==> config.mk <==
export PLATFORM = sky130hd
export DESIGN_NAME = inst_fetch_stage
export DESIGN_NICKNAME = d
export VERILOG_FILES = /design/src/rtl/inst_fetch_stage_pkg.sv /design/src/rtl/inst_fetch_stage_if_id_reg.sv /design/src/rtl/inst_fetch_stage.sv
export SDC_FILE = /design/constraint.sdc
export NUM_CORES = 1
export LEC_CHECK = 0
export ABC_AREA = 1
export CAP_MARGIN = 20
export CORE_ASPECT_RATIO = 0.8
export CORE_MARGIN = 2
export CORE_UTILIZATION = 55
export CTS_CLUSTER_SIZE = 24
export DETAILED_ROUTE_END_ITERATION = 16
export PLACE_DENSITY = 0.87
export SKIP_CTS_REPAIR_TIMING = 1
export SYNTH_ARGS = -nofsm -noshare
export SYNTH_HDL_FRONTEND = slang
export SYNTH_HIERARCHICAL = 1
export SYNTH_SLANG_ARGS = --single-unit
==> constraint.sdc <==
create_clock -name clk_i -period 10.3 [get_ports clk_i]
set_input_delay 2.06 -clock clk_i [delete_from_list [all_inputs] [get_ports clk_i]]
set_output_delay 2.06 -clock clk_i [all_outputs]
set_load 0.02 [all_outputs]
Clock wiring as the flow saved it:
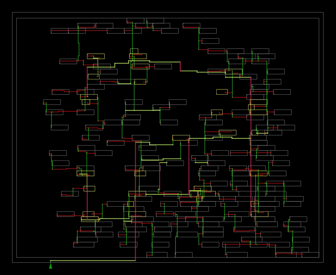
Insertion Delay late pin: 0.45 ns
Num Clock Sinks: 163
Clock Buffer Count: 17

I/O nets highlighted:
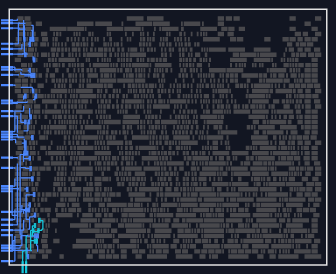
- cyan: pc_src_ctrl_i (bits 2; direction input; edge south; end cells 5; buffers 2; wire 55.6 um)
- blue: branch_target_i (bits 32; direction input; edge west; end cells 32; buffers 32; wire 511 um)
port bufs: 267
I/O pin cnt: 268

Wiring by layer:
The bar under the picture is 50 um long.
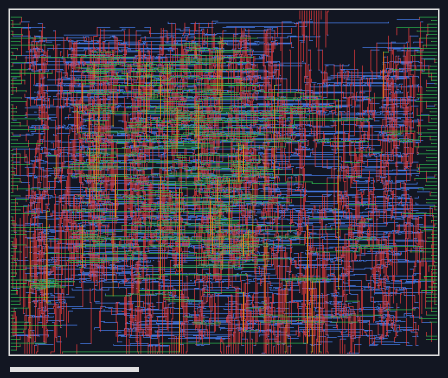
- orange: M4 (wire length 1,160 um)
- blue: M1 (wire length 15,500 um)
- red: M2 (wire length 17,500 um)
- green: M3 (wire length 5,910 um)
total number of vias: 13,300
Total GRT Usage: 0.360
final WL: 40.0 mm
WL/cell: 17.8 um

Cell sizes after repair:
The bar under the picture is 50 um long.
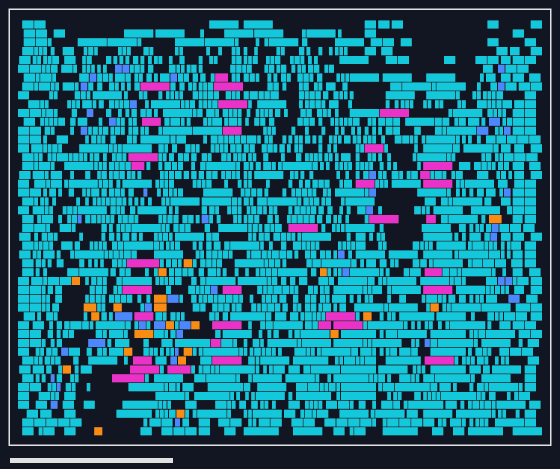
- orange: x3 and x4 (cells 22; share 1.1%; most used buf_4)
- cyan: x1 and smaller (cells 1,878; share 95%; most used nand2_1)
- magenta: x6 and larger (cells 34; share 1.7%; most used clkbuf_16)
- blue: x2 (cells 45; share 2.3%; most used nor2_2)
design area: 14,900 um^2
nonclk buf count: 284
area grow syn2layout: 28.9%
worst setup margin: 4.36 ns

Layout detail:
Window x 68 to 98, y 52 to 82 um. Cells in grey, sequential cells in the stronger grey; small squares are vias.
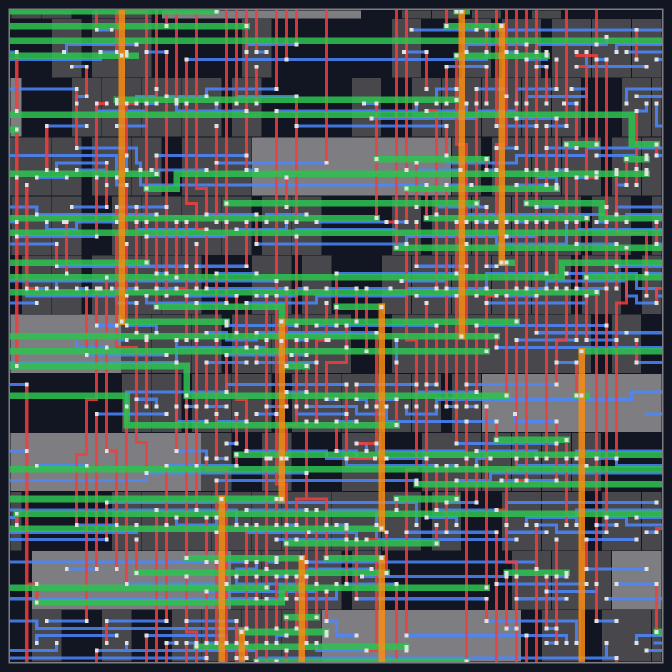
- blue: M1
- green: M3
- orange: M4
- red: M2
- most frequent: nand3_1 (40), nand2_1 (39), inv_1 (14)
- cells with their middle in the window: 118
- sequential cells in the window: 6

==> summary.txt <==
yosys + openroad results -> worst clock skew 0.0130 ns, Top class by area multi-input combinational cells, most frequent logic cell in the layout nand2_1, Logic inverters between 100 and 150, CTS Buf Count 17, initial antenna violation count 0, GR Util met1 0.480, most common logic cells in the final layout 704 x nand2_1, 281 x nand3_1, 265 x clkdlybuf4s50_1, mux share 0, CTS tree built, fin. max-slew vios 0, wl on met1 15.5 mm, met2 WL 17.5 mm, vias in the first global route 12,700, Post-Synthesis Cells 1,762, WHS Path Cells 2, Reg area about 4200 um^2, hold slack around 0.48 ns, tally of OpenROAD warnings 30, Max Cap Violations 0, area leader, netlist dfrtp_1, Net Count, Synth 1,906, Worst Path Arrival 3.88 ns, CORE AREA 20,600 um^2, Core Util, Final 0.722, worst slack at placement 4.12 ns, PD cells 207 nW/um^2, XORs/XNORs by Area 0.0318, FP Core Util 0.560, setup_tns 0 ns, Worst Path Required 8.24 ns, register share of total power 0.310, status complete, no violations, routability cong. 0.955, Largest logic family simple AND/OR/NAND/NOR gates, startpoint class of the critical path input port, Cell Chain, Critical Path clkdlybuf4s50_1 > buf_4 > a21oi_1 > inv_1 > clkdlybuf4s50_1, die height 134 um, clock power share 0.210, cell area after synthesis 11,600 um^2, Comb. pwr about 1.5 mW, CP Capture Type output port, Cell area leaders dfrtp_1 28%, nand2_1 23%, nand3_1 12%, Max Used Layer met4, Pint 1.65 mW, clock-net power 0.649 mW, critical path peak fanout 35, hpwl dp 27.5 mm, Post-Layout Cell Count 2,248, Clock-cell share 0.0410, Net Sw Power 1.44 mW, met2 Usage GRT 0.559, Max transition margin 0.238, met3 usage 0.110, Flops ~160, Seq area share 0.284, Cell Count Post-Placement 2,214, cycle use final 0.576, ys cells approximately 1,800, crit-path max cell delay 0.62 ns, largest net degree at the start of global routing 76, Gate Area 6350 um^2, Remaining Overflow, GRT 0, Buf/Inv on CP 4, layout cell share with drive strength beyond 1 0.0510, Compound Share, Synth 0.0399, Max VDD drop 0.141 mV, critical path class input port to output port, Finish-stage setup viols 0, fill count 1,613, die area 22,200 um^2, Post-synth regs 163, Top power group combinational logic, DRT iter0 DRCs 1,991, fin crit period around 6 ns, CTS H-Tree Depth 4, Diodes inserted 0, Comb pwr share 0.480, Worst path top cell family by delay buffers and inverters, Yosys chip area 11,600 um^2, Synth Warn # 6, Post-synth seq share 0.367, Dominant Register Cell dfrtp_1, most frequent CP cell clkdlybuf4s50_1, # DRC 0, Crit. path cell count 5, Crit-path slowest cell clkdlybuf4s50_1, logic share of the area 0.426, first-pass GRT wire length 64.2 mm, CTS root buffer clkbuf_16, Combinational Gates 1,360, Post-synth top cells 704 x nand2_1, 281 x nand3_1, 133 x inv_1, EDFF count, synth 32, simple share 0.467, Rows between 40 and 50, cell with the most instances after synthesis nand2_1, Leakage between 7 and 8 nW, met3 wire length 5.91 mm, Clock Tree Buf Depth 2, Post-DP Area 14,300 um^2, R2R Setup Slk 6.15 ns, FFs w/ async S/R, synth 0.804, TritonRoute pass-1 iters 10, measured slew at the worst slew-check pin 1.14 ns, Detail Route Antenna Nets 0, TAP cells 269, R2R depth 10, Overall Power 3.09 mW, RSZ-0062 raised after global routing false, Adder Share, Synth 0.00757
Power figures rest on the tool's default switching activity, not on a simulated workload.
